===== src/rtl/brisc_mmio_pkg.sv =====
// Shared definitions for the memory-mapped console transmitter: register
// offsets, STATUS bit positions, transmitter states and the default base address.
package brisc_mmio_pkg;

  localparam logic [31:0] UART_BASE_DEFAULT = 32'h1000_0000;

  localparam logic [2:0] TXDATA_OFF = 3'd0;
  localparam logic [2:0] STATUS_OFF = 3'd4;

  localparam int STAT_FULL      = 0;
  localparam int STAT_EMPTY     = 1;
  localparam int STAT_ACTIVE    = 2;
  localparam int STAT_OVERFLOW  = 3;
  localparam int STAT_PARITY    = 4;
  localparam int STAT_COUNT_LSB = 8;

  typedef enum logic [2:0] {
    IDLE,
    START,
    DATA,
    STOP,
    PARITY
  } tx_state_t;

endpackage


===== src/rtl/sync_fifo.sv =====
// Single-clock FIFO with first-word fall-through output; pushes when full and
// pops when empty are ignored, and the pointers wrap modulo DEPTH.
module sync_fifo #(
  parameter int WIDTH = 8,
  parameter int DEPTH = 4
) (
  input  logic                     clk,
  input  logic                     rst,
  input  logic                     push,
  input  logic                     pop,
  input  logic [WIDTH-1:0]         din,
  output logic [WIDTH-1:0]         dout,
  output logic                     full,
  output logic                     empty,
  output logic [$clog2(DEPTH):0]   count
);

  localparam int AW = $clog2(DEPTH);
  localparam int CW = AW + 1;

  logic [WIDTH-1:0] mem [DEPTH];
  logic [AW-1:0]    wr_ptr;
  logic [AW-1:0]    rd_ptr;
  logic             push_ok;
  logic             pop_ok;

  // Acceptance is judged on the pre-edge count, so a push into a non-full
  // FIFO always lands even if a pop happens on the same edge.
  assign full    = (count == CW'(DEPTH));
  assign empty   = (count == '0);
  assign push_ok = push && !full;
  assign pop_ok  = pop && !empty;
  assign dout    = mem[rd_ptr];

  always_ff @(posedge clk) begin
    if (push_ok) begin
      mem[wr_ptr] <= din;
    end
  end

  always_ff @(posedge clk) begin
    if (rst) begin
      wr_ptr <= '0;
      rd_ptr <= '0;
      count  <= '0;
    end else begin
      if (push_ok) begin
        wr_ptr <= wr_ptr + AW'(1);
      end
      if (pop_ok) begin
        rd_ptr <= rd_ptr + AW'(1);
      end
      count <= count + CW'(push_ok) - CW'(pop_ok);
    end
  end

endmodule


===== src/rtl/mmio_uart_tx.sv =====
// Memory-mapped UART console transmitter: TXDATA/STATUS register window,
// byte FIFO and 8N1 serialiser. Define UART_TX_PARITY_EN for an even-parity bit.
module mmio_uart_tx
  import brisc_mmio_pkg::*;
#(
  parameter logic [31:0] BASE_ADDR    = UART_BASE_DEFAULT,
  parameter int          DEPTH        = 4,
  parameter int          CLKS_PER_BIT = 868
) (
  input  logic        clk,
  input  logic        rst,
  input  logic        mem_w_en,
  input  logic        mem_r_en,
  input  logic [31:0] addr,
  input  logic [31:0] wdata,
  output logic        hit,
  output logic [31:0] rdata,
  output logic        tx,
  output logic        busy
);

  localparam int              CW      = $clog2(DEPTH) + 1;
  localparam int              CNT_W   = $clog2(CLKS_PER_BIT);
  localparam logic [CNT_W-1:0] CNT_MAX = CNT_W'(CLKS_PER_BIT - 1);
`ifdef UART_TX_PARITY_EN
  localparam logic PARITY_FLAG = 1'b1;
`else
  localparam logic PARITY_FLAG = 1'b0;
`endif

  logic [31:0]   offset;
  logic          txdata_sel;
  logic          status_sel;
  logic          push;
  logic          status_wr;
  logic          pop;
  logic [7:0]    fifo_dout;
  logic          fifo_full;
  logic          fifo_empty;
  logic [CW-1:0] fifo_count;
  logic          overflow;
  logic [31:0]   status;
  logic          unused_wdata;

  tx_state_t        state, state_n;
  logic [CNT_W-1:0] bit_cnt, cnt_n;
  logic [2:0]       bit_idx, idx_n;
  logic [7:0]       shreg, sh_n;
  logic             tx_n;
`ifdef UART_TX_PARITY_EN
  logic             parity_bit, par_n;
`endif

  // Unsigned offset keeps the window check a single compare and makes
  // addresses below BASE_ADDR wrap to large values, i.e. misses.
  assign offset       = addr - BASE_ADDR;
  assign hit          = (offset < 32'd8);
  assign txdata_sel   = (offset == 32'(TXDATA_OFF));
  assign status_sel   = (offset == 32'(STATUS_OFF));
  assign push         = mem_w_en && txdata_sel;
  assign status_wr    = mem_w_en && status_sel;
  assign unused_wdata = ^wdata[31:8];

  sync_fifo #(
    .WIDTH (8),
    .DEPTH (DEPTH)
  ) u_fifo (
    .clk   (clk),
    .rst   (rst),
    .push  (push),
    .pop   (pop),
    .din   (wdata[7:0]),
    .dout  (fifo_dout),
    .full  (fifo_full),
    .empty (fifo_empty),
    .count (fifo_count)
  );

  always_ff @(posedge clk) begin
    if (rst) begin
      overflow <= 1'b0;
    end else if (status_wr) begin
      overflow <= 1'b0;
    end else if (push && fifo_full) begin
      overflow <= 1'b1;
    end
  end

  always_comb begin
    status                            = '0;
    status[STAT_FULL]                 = fifo_full;
    status[STAT_EMPTY]                = fifo_empty;
    status[STAT_ACTIVE]               = (state != IDLE);
    status[STAT_OVERFLOW]             = overflow;
    status[STAT_PARITY]               = PARITY_FLAG;
    status[STAT_COUNT_LSB +: CW]      = fifo_count;
  end

  always_ff @(posedge clk) begin
    if (rst) begin
      rdata <= '0;
    end else if (mem_r_en && hit) begin
      rdata <= status_sel ? status : 32'h0;
    end
  end

  assign busy = (state != IDLE) || !fifo_empty;

  always_ff @(posedge clk) begin
    if (rst) begin
      state   <= IDLE;
      bit_cnt <= '0;
      bit_idx <= '0;
      shreg   <= '0;
      tx      <= 1'b1;
`ifdef UART_TX_PARITY_EN
      parity_bit <= 1'b0;
`endif
    end else begin
      state   <= state_n;
      bit_cnt <= cnt_n;
      bit_idx <= idx_n;
      shreg   <= sh_n;
      tx      <= tx_n;
`ifdef UART_TX_PARITY_EN
      parity_bit <= par_n;
`endif
    end
  end

  // tx_n is the line level for the state being entered, so the registered
  // tx changes on the same edge as the state and never glitches.
  always_comb begin
    state_n = state;
    cnt_n   = bit_cnt;
    idx_n   = bit_idx;
    sh_n    = shreg;
    tx_n    = tx;
    pop     = 1'b0;
`ifdef UART_TX_PARITY_EN
    par_n   = parity_bit;
`endif
    case (state)
      IDLE: begin
        tx_n = 1'b1;
        if (!fifo_empty) begin
          pop     = 1'b1;
          sh_n    = fifo_dout;
          state_n = START;
          cnt_n   = '0;
          tx_n    = 1'b0;
`ifdef UART_TX_PARITY_EN
          par_n   = ^fifo_dout;
`endif
        end
      end
      START: begin
        if (bit_cnt == CNT_MAX) begin
          cnt_n   = '0;
          idx_n   = '0;
          state_n = DATA;
          tx_n    = shreg[0];
        end else begin
          cnt_n = bit_cnt + CNT_W'(1);
        end
      end
      DATA: begin
        if (bit_cnt == CNT_MAX) begin
          cnt_n = '0;
          if (bit_idx == 3'd7) begin
`ifdef UART_TX_PARITY_EN
            state_n = PARITY;
            tx_n    = parity_bit;
`else
            state_n = STOP;
            tx_n    = 1'b1;
`endif
          end else begin
            idx_n = bit_idx + 3'd1;
            sh_n  = {1'b0, shreg[7:1]};
            tx_n  = shreg[1];
          end
        end else begin
          cnt_n = bit_cnt + CNT_W'(1);
        end
      end
      PARITY: begin
`ifdef UART_TX_PARITY_EN
        if (bit_cnt == CNT_MAX) begin
          cnt_n   = '0;
          state_n = STOP;
          tx_n    = 1'b1;
        end else begin
          cnt_n = bit_cnt + CNT_W'(1);
        end
`else
        state_n = IDLE;
        tx_n    = 1'b1;
`endif
      end
      STOP: begin
        if (bit_cnt == CNT_MAX) begin
          cnt_n   = '0;
          state_n = IDLE;
          tx_n    = 1'b1;
        end else begin
          cnt_n = bit_cnt + CNT_W'(1);
        end
      end
      default: begin
        state_n = IDLE;
        tx_n    = 1'b1;
      end
    endcase
  end

endmodule

===== config.mk =====
export PLATFORM = sky130hd
export DESIGN_NAME = mmio_uart_tx
export DESIGN_NICKNAME = d
export VERILOG_FILES = /design/src/rtl/brisc_mmio_pkg.sv /design/src/rtl/sync_fifo.sv /design/src/rtl/mmio_uart_tx.sv
export SDC_FILE = /design/constraint.sdc
export NUM_CORES = 1
export LEC_CHECK = 0
export CORE_MARGIN = 1
export CORE_UTILIZATION = 43
export DETAILED_ROUTE_END_ITERATION = 10
export HOLD_SLACK_MARGIN = 0.15
export PLACE_DENSITY = 0.81
export SLEW_MARGIN = 5
export SYNTH_ARGS = -nofsm -noshare
export SYNTH_HDL_FRONTEND = slang
export SYNTH_SLANG_ARGS = --single-unit

===== constraint.sdc =====
create_clock -name clk -period 2.7 [get_ports clk]
set_input_delay 0.675 -clock clk [delete_from_list [all_inputs] [get_ports clk]]
set_output_delay 0.675 -clock clk [all_outputs]
set_load 0.02 [all_outputs]

Run 1, nets reached from selected ports:
Scale bar: 20 um.
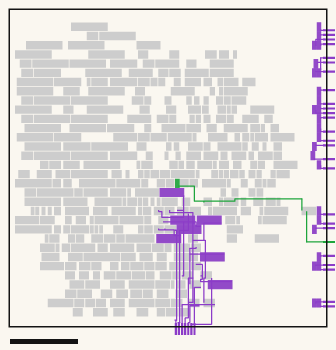
green -> `busy`  # direction output, edge east, end cells 1, buffers 1, wire 59.8 um
purple -> `rdata`  # direction output, edge 25 east, 7 south, end cells 32, buffers 7, wire 356 um

Run 1, cell area per tile:
Scale bar: 20 um. 9 x 9 tiles, from white (low) to dark blue (high), 0 to 100% covered.
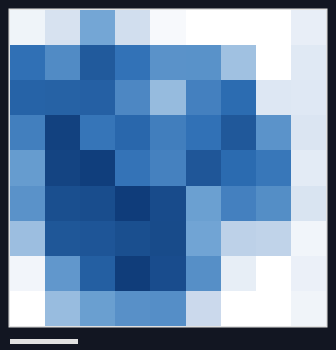
tiles over 75% full = 28%
nearly empty tiles = 9.9%
fullest tile = 95%
emptiest ninth of the die = south-east
mean over tiles = 51%

Run 1, placement view:
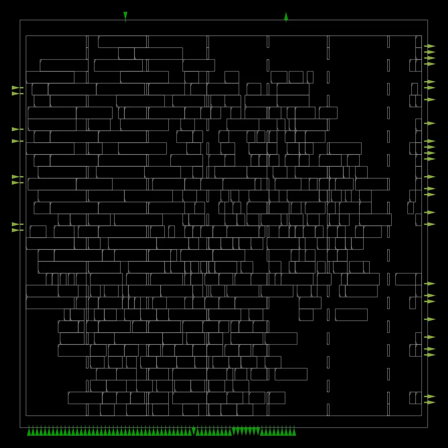
Core Util, Final: 57.7%
non-filler cells, final: 487
flop count: 73

==> run 1: timing repair <==
item | CTS | global route
resized | 17 | 13
endpoints found under the setup margin | 2 | 4
setup buffers | 2 | 2
pin swaps | 10 | 9
==> run 1: worst max-delay path by stage <==
stage	from	to	slack [ps]	depth (start not counted)
floorplan	addr[9]	u_fifo.count[2]	40	9
global placement	addr[9]	hit	-410	5
detailed placement	addr[9]	hit	-470	5
CTS	addr[9]	u_fifo.count[2]	0.08	10
global route	addr[12]	u_fifo.count[2]	-150	10
finish	addr[12]	u_fifo.count[2]	-2	10
==> run 1: stage by stage <==
stage	area (um2)	worst slack (ps)	setup TNS [ps]
after floorplan	3680	37.0	0
after global placement	4280	-407	-5320
after detailed placement	4280	-469	-6080
after CTS	4500	0.0788	0
after global routing	4550	-145	-204
final	4550	-2.47	-2.47
==> run 1: worst max-delay path, stage by stage <==
cell and delay (ps):
clkdlybuf4s50_1 450, nor4_4 300, nand4_2 190, nor4b_4 340
ha_2 210, inv_1 50, fa_2 350, xor2_1 160
xnor2_1 170, nor2_1 60
==> run 1: cell type report <==
| cell class | instances | area [um2] |
|---|---|---|
| Fill cell | 629 | 3340 |
| Sequential cell | 73 | 1780 |
| Multi-Input combinational cell | 209 | 1650 |
| Timing Repair Buffer | 77 | 749 |
| Tap cell | 102 | 128 |
| Clock buffer | 9 | 124 |
| Clock inverter | 7 | 80.1 |
| Inverter | 10 | 37.5 |
==> run 1: state kept, by name (all words and copies together) (netlist names), 2 cells and up, named ones only <==
| signal | count |
|---|---|
| rdata | 7 |
| u_fifo.rd_ptr | 2 |
| shreg | 8 |
| bit_cnt | 10 |
| state | 2 |
| u_fifo.count | 3 |
| u_fifo.wr_ptr | 2 |
| bit_idx | 3 |
| u_fifo.mem | 32 |
==> run 1: per-layer routing <==
layer / up-vias / routed length, um / global-route usage (%)
met2: 75 / 3760 / 32.0
li1: 1241 / - / -
met3: 21 / 274 / 5.93
met4: 0 / 200 / 6.54
met5: - / 0 / 0
met1: 1224 / 2930 / 19.7
==> run 1: cell families after synthesis <==
logic type | after synthesis | synth area share [%]
AND-OR/OR-AND | 45 | 9.27
adder cells (fa/ha/maj) | 15 | 5.44
other | 1 | 0.104
XOR/XNOR | 9 | 2.20
multiplexers | 17 | 7.67
AND/OR/NAND/NOR | 98 | 18.1
buffers and inverters | 46 | 7.60
flip-flops | 73 | 49.6
==> run 1: report_power, final <==
group | total [W] | leakage [nW] | internal (W) | switching [W]
logic | 0.000207 | 1.01 | 0.0000892 | 0.000118
clock network | 0.000864 | 0.103 | 0.000436 | 0.000428
registers | 0.00117 | 0.618 | 0.00116 | 0.00000651
==> impl_metrics.yaml, run 1 <==
# physical design summary
run_status:
  outcome: "complete, but fails checks"
  violations: "setup timing"
floorplan:
  fp_util_pct: 45.5
  chipHeight_um: 93.4
  core_area_um2: 7890
  ioPinCount: 103
  die_x_um: 93.4
  rows: 32
  die_area_um2: 8720
synth:
  synth_area_um2: 3590
  ff_type: "dfxtp_1"
  seq_area_frac_synth_pct: 49.6
  synthTopCellsByCount: "dfxtp_1 (41), edfxtp_1 (32), buf_4 (25), nor2_1 (19), ha_1 (14)"
  top_area_share_pct: 26.8
  syn_avg_cell_area_um2: 11.8
  ys.flops: 73
  topCellsByArea: "edfxtp_1 (27%), dfxtp_1 (23%), buf_4 (5.2%), mux4_2 (5.0%), ha_1 (4.9%)"
  yosysChipArea_um2: 3590
  edf_count: 32
  yosysUniqueCellTypes: 58
  ys_async_sr_fraction_pct: 0
  most_common_cell: "dfxtp_1"
  ys_warn_count: 0
detailed_routing:
  drc_errors: 0
  drtPass1Iterations: 5
  drt-initial-drc-count: 143
  ant_nets: 0
  wl_per_cell_um: 14.7
  viasPerCell: 5.26
  wirelength_um: 7170
  num_vias: 2561
power:
  ir_worst_vdd_uv: 487
  power_w: 0.00224
  power_leakage_nw: 1.73
  power_density_nw_per_um2: 491
place:
  io_buffers: 53
  dp_cells: 467
  hpwl_um: 5270
  gp_congestion: 0.787
global_route:
  grt_use_total_pct: 17.9
  grt_remaining_overflow: 0
  first_global_vias: 2575
  grt_pass1_wl_um: 12000
  grt_max_degree: 15
clock_tree:
  cts_max_path_buffers: 2
  insertion_delay_ps: 350
  cts_tree: "done"
  cts_root_buf: "clkbuf_8"
  holdBufCountCts: 0
  cts_max_level: 3
  clk_pin_slew_ps: 80
timing:
  maxSlewHeadroom_pct: 60.3
  fin_crit_sh_pct: 100
  timing.fmax_mhz: 370
  fin_crit_ps: 2700
  worst_slew_pin_slew_ps: 592
  clock_skew_ps: 8.15
  timing.final.ws_setup_ps: -2.47
  whs_ps: 464
  setup_viol: 1
  rsz0062_at_grt: "true"
critical_path:
  ff2ff_setup_slack_ps: 330
  crit_required_ps: 2950
  reg2reg_to: "u_fifo.count[2]"
  worstSetupPathType: "input port to flop"
  reg2reg_from: "state[1]"
  cp.arrival_ps: 2950
  reg2reg_depth: 12
  start_kind: "input port"
  crit_fanout: 2
layout:
  antennaDiodeCount: 0
  lay_top_count: "dfxtp_1"
  lay_top_cells: "dfxtp_1 (41), clkdlybuf4s50_1 (35), edfxtp_1 (32)"
run:
  maxCapViolations: 0
  tool_warnings: 58
hold_path:
  hold_end: "bit_idx[1]"
  hp-start: "bit_idx[1]"
## Run 2: what changed since run 1
--- a/config.mk
+++ b/config.mk
@@ -5,8 +5,10 @@
 export SDC_FILE = /design/constraint.sdc
 export NUM_CORES = 1
 export LEC_CHECK = 0
+export CAP_MARGIN = 20
 export CORE_MARGIN = 1
 export CORE_UTILIZATION = 43
+export CTS_CLUSTER_SIZE = 20
 export DETAILED_ROUTE_END_ITERATION = 10
 export HOLD_SLACK_MARGIN = 0.15
 export PLACE_DENSITY = 0.81
Run 2, register map, names as in the netlist:
Scale bar: 20 um. Other sequential cells in the stronger gray, the rest of the logic in the fainter gray.
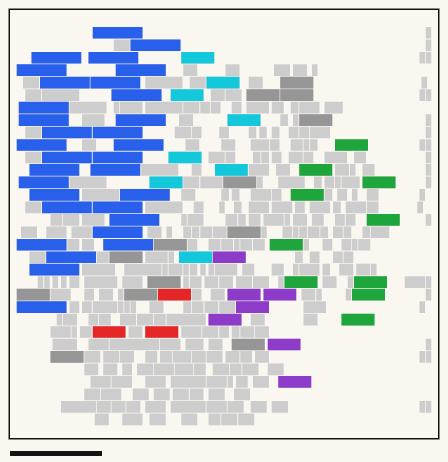
green -> `bit_cnt`  # placed flops 10, where east
cyan -> `shreg`  # placed flops 8
purple -> `rdata`  # placed flops 7
blue -> `u_fifo.mem`  # placed flops 32
red -> `u_fifo.count`  # placed flops 3

==> impl_metrics.yaml, run 2 <==
# physical design summary
run_status:
  outcome: "complete, but fails checks"
  violations: "setup timing"
timing:
  rsz0062_at_grt: "true"
  fin_crit_ps: 2700
  timing.final.ws_setup_ps: -2.47
  timing.fmax_mhz: 370
  setup_viol: 1
  worst_slew_pin_slew_ps: 592
  clock_skew_ps: 8.15
  fin_crit_sh_pct: 100
  whs_ps: 464
  maxSlewHeadroom_pct: 60.3
clock_tree:
  cts_tree: "done"
  cts_root_buf: "clkbuf_8"
  insertion_delay_ps: 350
  clk_pin_slew_ps: 80
  cts_max_path_buffers: 2
hold_path:
  hp-start: "bit_idx[1]"
layout:
  antennaDiodeCount: 0
  utilization_pct: 57.7
  reg_top3: "u_fifo.mem (32), bit_cnt (10), shreg (8)"
  fin_area_um2: 4550
  lay_top_cells: "dfxtp_1 (41), clkdlybuf4s50_1 (35), edfxtp_1 (32)"
  top_register: "u_fifo.mem"
  instances_no_fill: 487
  lay_top_count: "dfxtp_1"
  largest_register_ffs: 32
power:
  ir_worst_vdd_uv: 487
  power_density_nw_per_um2: 491
  power_leakage_nw: 1.73
synth:
  ys_warn_count: 0
  most_common_cell: "dfxtp_1"
  ys_async_sr_fraction_pct: 0
  ff_type: "dfxtp_1"
  topCellsByArea: "edfxtp_1 (27%), dfxtp_1 (23%), buf_4 (5.2%), mux4_2 (5.0%), ha_1 (4.9%)"
  ys.flops: 73
  syn_avg_cell_area_um2: 11.8
  seq_area_frac_synth_pct: 49.6
  largest_area_cell: "edfxtp_1"
  synth_area_um2: 3590
  edf_count: 32
  synthCells: 304
  top_area_share_pct: 26.8
  yosysChipArea_um2: 3590
detailed_routing:
  drtPass1Iterations: 5
  wl_per_cell_um: 14.7
  drt-initial-drc-count: 143
  ant_nets: 0
  viasPerCell: 5.26
  drc_errors: 0
  num_vias: 2561
floorplan:
  die_x_um: 93.4
  fp_util_pct: 45.5
  chipHeight_um: 93.4
  die_area_um2: 8720
critical_path:
  critPathMaxStageDelay_ps: 450
  crit_fanout: 2
  slowest_stage: "clkdlybuf4s50_1"
  worstSetupPathType: "input port to flop"
  crit_start: "addr[12]"
  cp.arrival_ps: 2950
  start_kind: "input port"
  cp_cell_sequence: "clkdlybuf4s50_1, nor4_4, nand4_2, nor4b_4, ha_2, inv_1, fa_2, xor2_1, xnor2_1, nor2_1"
  reg2reg_from: "state[1]"
  reg2reg_depth: 12
place:
  postPlaceCellArea_um2: 4280
  io_buffers: 53
  hpwl_um: 5270
  gp_congestion: 0.787
  dp_cells: 467
global_route:
  grt_pass1_wl_um: 12000
  grt_remaining_overflow: 0
  grt_max_degree: 15
  first_global_vias: 2575
run:
  maxCapViolations: 0
  tool_warnings: 58
==> run 2: cell counts in the layout (fill, tap and decap cells not counted) <==
Identical to the previous run, type by type.
==> run 2: worst paths after layout <==
path | endpoint | slack [ps]
max | u_fifo.count[2] | -2
min | bit_idx[1] | 460
max reg2reg | u_fifo.count[2] | 330
min reg2reg | bit_idx[1] | 460
==> run 2: cells by family (layout without fill, tap and decap cells) <==
family,count (synthesis),after routing,share of synthesized area [%]
AND/OR/NAND/NOR,98,98,18.1
AND-OR/OR-AND,45,45,9.27
XOR/XNOR,9,9,2.20
other,1,25,0.104
multiplexers,17,17,7.67
buffers and inverters,46,103,7.60
adder cells (fa/ha/maj),15,15,5.44
flip-flops,73,73,49.6
==> run 2: layer usage <==
| layer | up-vias | global-route usage, % | wire length (um) |
|---|---|---|---|
| met3 | 21 | 5.93 | 274 |
| met5 | - | 0 | 0 |
| met1 | 1224 | 19.7 | 2930 |
| met4 | 0 | 6.54 | 200 |
| li1 | 1241 | - | - |
| met2 | 75 | 32.0 | 3760 |
==> run 2: cell type report <==
type,instances,area (um2),area share [%]
flip-flops and latches,73,1780,39.1
inverters,10,37.5,0.825
clock buffers,9,124,2.72
multi-input cells,209,1650,36.3
repair buffers,77,749,16.5
clock inverters,7,80.1,1.76
well taps,102,128,2.80
==> run 2: metrics by stage <==
stage               power [W]  setup slack (ps)  TNS (ps)
finish                0.00224             -2.47     -2.47
global route          0.00233              -145      -204
CTS                   0.00226            0.0788         0
detailed placement    0.00140              -469     -6080
global placement      0.00140              -407     -5320
floorplan             0.00133              37.0         0
==> run 2: power breakdown <==
part	switching (W)	leakage, nW	internal [W]
registers	0.00000651	0.618	0.00116
logic	0.000118	1.01	0.0000892
clock network	0.000428	0.103	0.000436
total	0.000552	1.73	0.00168
==> run 2: timing repair <==
item | in CTS | in global routing
resized | 17 | 13
setup endpoints to repair | 2 | 4
pin swaps | 10 | 9
setup buffers | 2 | 2
hold buffers | 0 | 0
==> run 2: critical path, delay by kind of cell <==
family        cells  cell delay [ps]
simple gates      4              890
buf+inv           2              500
xor+xnor          2              330
fa+ha+maj         2              560
Run 2, placement view:
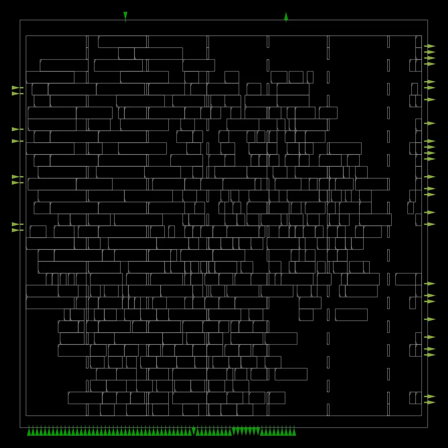

## Run 3: what changed since run 2
--- a/config.mk
+++ b/config.mk
@@ -5,9 +5,9 @@
 export SDC_FILE = /design/constraint.sdc
 export NUM_CORES = 1
 export LEC_CHECK = 0
-export CAP_MARGIN = 20
+export CAP_MARGIN = 5
 export CORE_MARGIN = 1
-export CORE_UTILIZATION = 43
+export CORE_UTILIZATION = 45
 export CTS_CLUSTER_SIZE = 20
 export DETAILED_ROUTE_END_ITERATION = 10
 export HOLD_SLACK_MARGIN = 0.15
==> constraint.sdc (replaced) <==
create_clock -name clk -period 3.3 [get_ports clk]
set_input_delay 0.825 -clock clk [delete_from_list [all_inputs] [get_ports clk]]
set_output_delay 0.825 -clock clk [all_outputs]
set_load 0.02 [all_outputs]
Run 3, placement view:
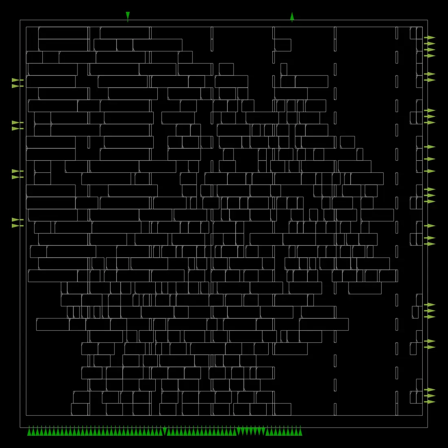
fillcell total: 645
row count: 32
Core Util, Final: 57.3%

==> impl_metrics.yaml, run 3 <==
# physical design summary
place:
  hpwl_um: 5010
  pre_cts_ws_ps: -55.9
  gp_congestion: 0.758
  postPlaceCellArea_um2: 4190
  io_buffers: 53
  dp_cells: 459
global_route:
  grt_max_degree: 27
  grt_remaining_overflow: 0
  first_global_vias: 2438
  grt_use_total_pct: 17.7
  grt_pass1_wl_um: 11400
synth:
  seq_area_frac_synth_pct: 49.6
  ys_async_sr_fraction_pct: 0
  syn_avg_cell_area_um2: 11.8
  logic_family: "simple AND/OR/NAND/NOR gates"
  simple_gate_area_share_pct: 18.1
  most_common_cell: "dfxtp_1"
  yosysChipArea_um2: 3590
  ys_warn_count: 0
  largest_area_cell: "edfxtp_1"
  ys_sh_xor_pct: 2.20
  yosys-stat-cells: 304
  synth_area_um2: 3590
  topCellsByArea: "edfxtp_1 (27%), dfxtp_1 (23%), buf_4 (5.2%), mux4_2 (5.0%), ha_1 (4.9%)"
  top_area_share_pct: 26.8
  ys_sh_aoi_pct: 9.27
  ff_type: "dfxtp_1"
  synthMuxAreaShare_pct: 7.67
  edf_count: 32
  synth-adder-area-share_pct: 5.44
  synthTopCellsByCount: "dfxtp_1 (41), edfxtp_1 (32), buf_4 (25), nor2_1 (19), ha_1 (14)"
  ys.flops: 73
  synthCells: 304
floorplan:
  die_x_um: 91.3
  core_area_um2: 7730
  fp_util_pct: 46.5
  die_area_um2: 8340
  chipHeight_um: 91.3
power:
  combPwrFrac_pct: 8.7
  power_density_nw_per_um2: 436
  p_sw_share_pct: 23.3
  seqPwrFrac_pct: 49.4
  p_sw_w: 0.000451
  p_int_w: 0.00148
  power_w: 0.00193
  power_leakage_nw: 1.59
  pwr-share-clk_pct: 41.9
  ir_worst_vdd_uv: 338
layout:
  largest_register_ffs: 32
  lay_top_count: "clkdlybuf4s50_1"
  reg_top3: "u_fifo.mem (32), bit_cnt (10), shreg (8)"
  lay_top_cells: "clkdlybuf4s50_1 (52), dfxtp_1 (41), edfxtp_1 (32)"
  instances_no_fill: 475
  final_nets: 451
  antennaDiodeCount: 0
  fin_area_um2: 4430
  syn2layout_area_growth_pct: 23.3
  top_register: "u_fifo.mem"
timing:
  maxSlewHeadroom_pct: 58.5
  fin_crit_sh_pct: 92.3
  whs_ps: 467
  fin_crit_ps: 3050
  finalHoldViolations: 0
  rsz0062_at_grt: "false"
  timing.fmax_mhz: 328
  clock_skew_ps: 11.5
  worst_slew_pin_slew_ps: 622
  slew_viol_final: 0
  setup_viol: 0
  timing.final.ws_setup_ps: 254
clock_tree:
  cts_tree: "done"
  clk_pin_slew_ps: 70
  cts_buffers: 9
  cts_max_path_buffers: 2
  clock-sinks: 73
  cts_max_level: 3
  holdBufCountCts: 0
  insertion_delay_ps: 340
  cts_root_buf: "clkbuf_8"
  post_cts_buffers: 0
detailed_routing:
  viasPerCell: 5.26
  drt-initial-drc-count: 89
  drtPass1Iterations: 5
  num_vias: 2499
  ant_nets: 0
  wl_per_cell_um: 14.2
  drc_errors: 0
  wirelength_um: 6740
critical_path:
  worstSetupPathType: "input port to output pin"
  cp_cell_sequence: "clkdlybuf4s50_1, nor4_2, nand4_2, nor2_1, dlygate4sd2_1"
  path_buffers: 2
  crit_fanout: 2
  slowest_stage: "clkdlybuf4s50_1"
  cp-end-kind: "output pin"
  critPathMaxStageDelay_ps: 410
  start_kind: "input port"
  cp.arrival_ps: 2220
  crit_required_ps: 2470
  critPathTopFamily: "buffers and inverters"
run_status:
  outcome: "finished clean"
run:
  maxCapViolations: 0
  tool_warnings: 57
hold_path:
  hold_path_class: "flop to flop"
==> run 3: what timing repair did <==
action | CTS | global route
endpoints found under the hold margin | 0 | 0
setup endpoints to repair | 1 | 0
resized | 1 | 0
==> run 3: area by class of cell <==
class                   instances  area (um2)  area share, %
clock buffers                  10         138           3.11
clock inverters                 6        97.6           2.20
inverters                      10        37.5          0.848
multi-input cells             209        1630           36.7
flip-flops and latches         73        1780           40.2
well taps                     102         128           2.88
repair buffers                 65         619           14.0
==> run 3: cells by family (layout without fill, tap and decap cells) <==
kind of cell    Yosys count  in the layout
simple gates             98             98
flops                    73             73
buf+inv                  46             91
compound gates           45             45
mux                      17             17
fa+ha+maj                15             15
xor+xnor                  9              9
other cells               1             25
==> run 3: stage by stage <==
step | utilization, % | setup TNS [ps]
2_1_floorplan | - | 0
3_5_place_dp | 54.3 | -55.9
5_1_grt | 57.3 | 0
3_3_place_gp | 54.3 | -40.9
6_report | 57.3 | 0
4_1_cts | 57.3 | 0
==> run 3: per-layer routing <==
metal	vias to the layer above	track usage, %	part of all wire [%]
li1	1220	-	-
met1	1216	19.4	42
met2	61	32.8	55
met3	2	5.03	3.4
met4	0	5.69	0.31
met5	-	0	0
==> run 3: worst paths after layout <==
kind               from              end  slack (ps)  depth (start not counted)
max             addr[9]              hit         250                          5
min          bit_idx[1]       bit_idx[1]         470                          2
max reg2reg    state[0]  u_fifo.count[2]         940                         12
min reg2reg  bit_idx[1]       bit_idx[1]         470                          2
==> run 3: worst reg2reg max path, stage by stage (launching register included) <==
cell and delay [ps]:
dfxtp_1 350, inv_1 110, ha_1 260, inv_1 100
nor2_1 200, ha_1 260, inv_1 50, ha_1 130
inv_1 50, fa_1 380, xor2_1 180, xnor2_1 130
nor2_1 50
==> run 3: power groups by stage <==
| stage | combinational (W) | clock (W) | sequential, W |
|---|---|---|---|
| finish | 0.000169 | 0.000809 | 0.000954 |
| global route | 0.000184 | 0.000860 | 0.000955 |
| CTS | 0.000169 | 0.000827 | 0.000954 |
| detailed placement | 0.000169 | 0 | 0.000975 |
| global placement | 0.000164 | 0 | 0.000975 |
| floorplan | 0.000110 | 0 | 0.000975 |
No activity file was given, so power comes from the tool's default toggle rates.
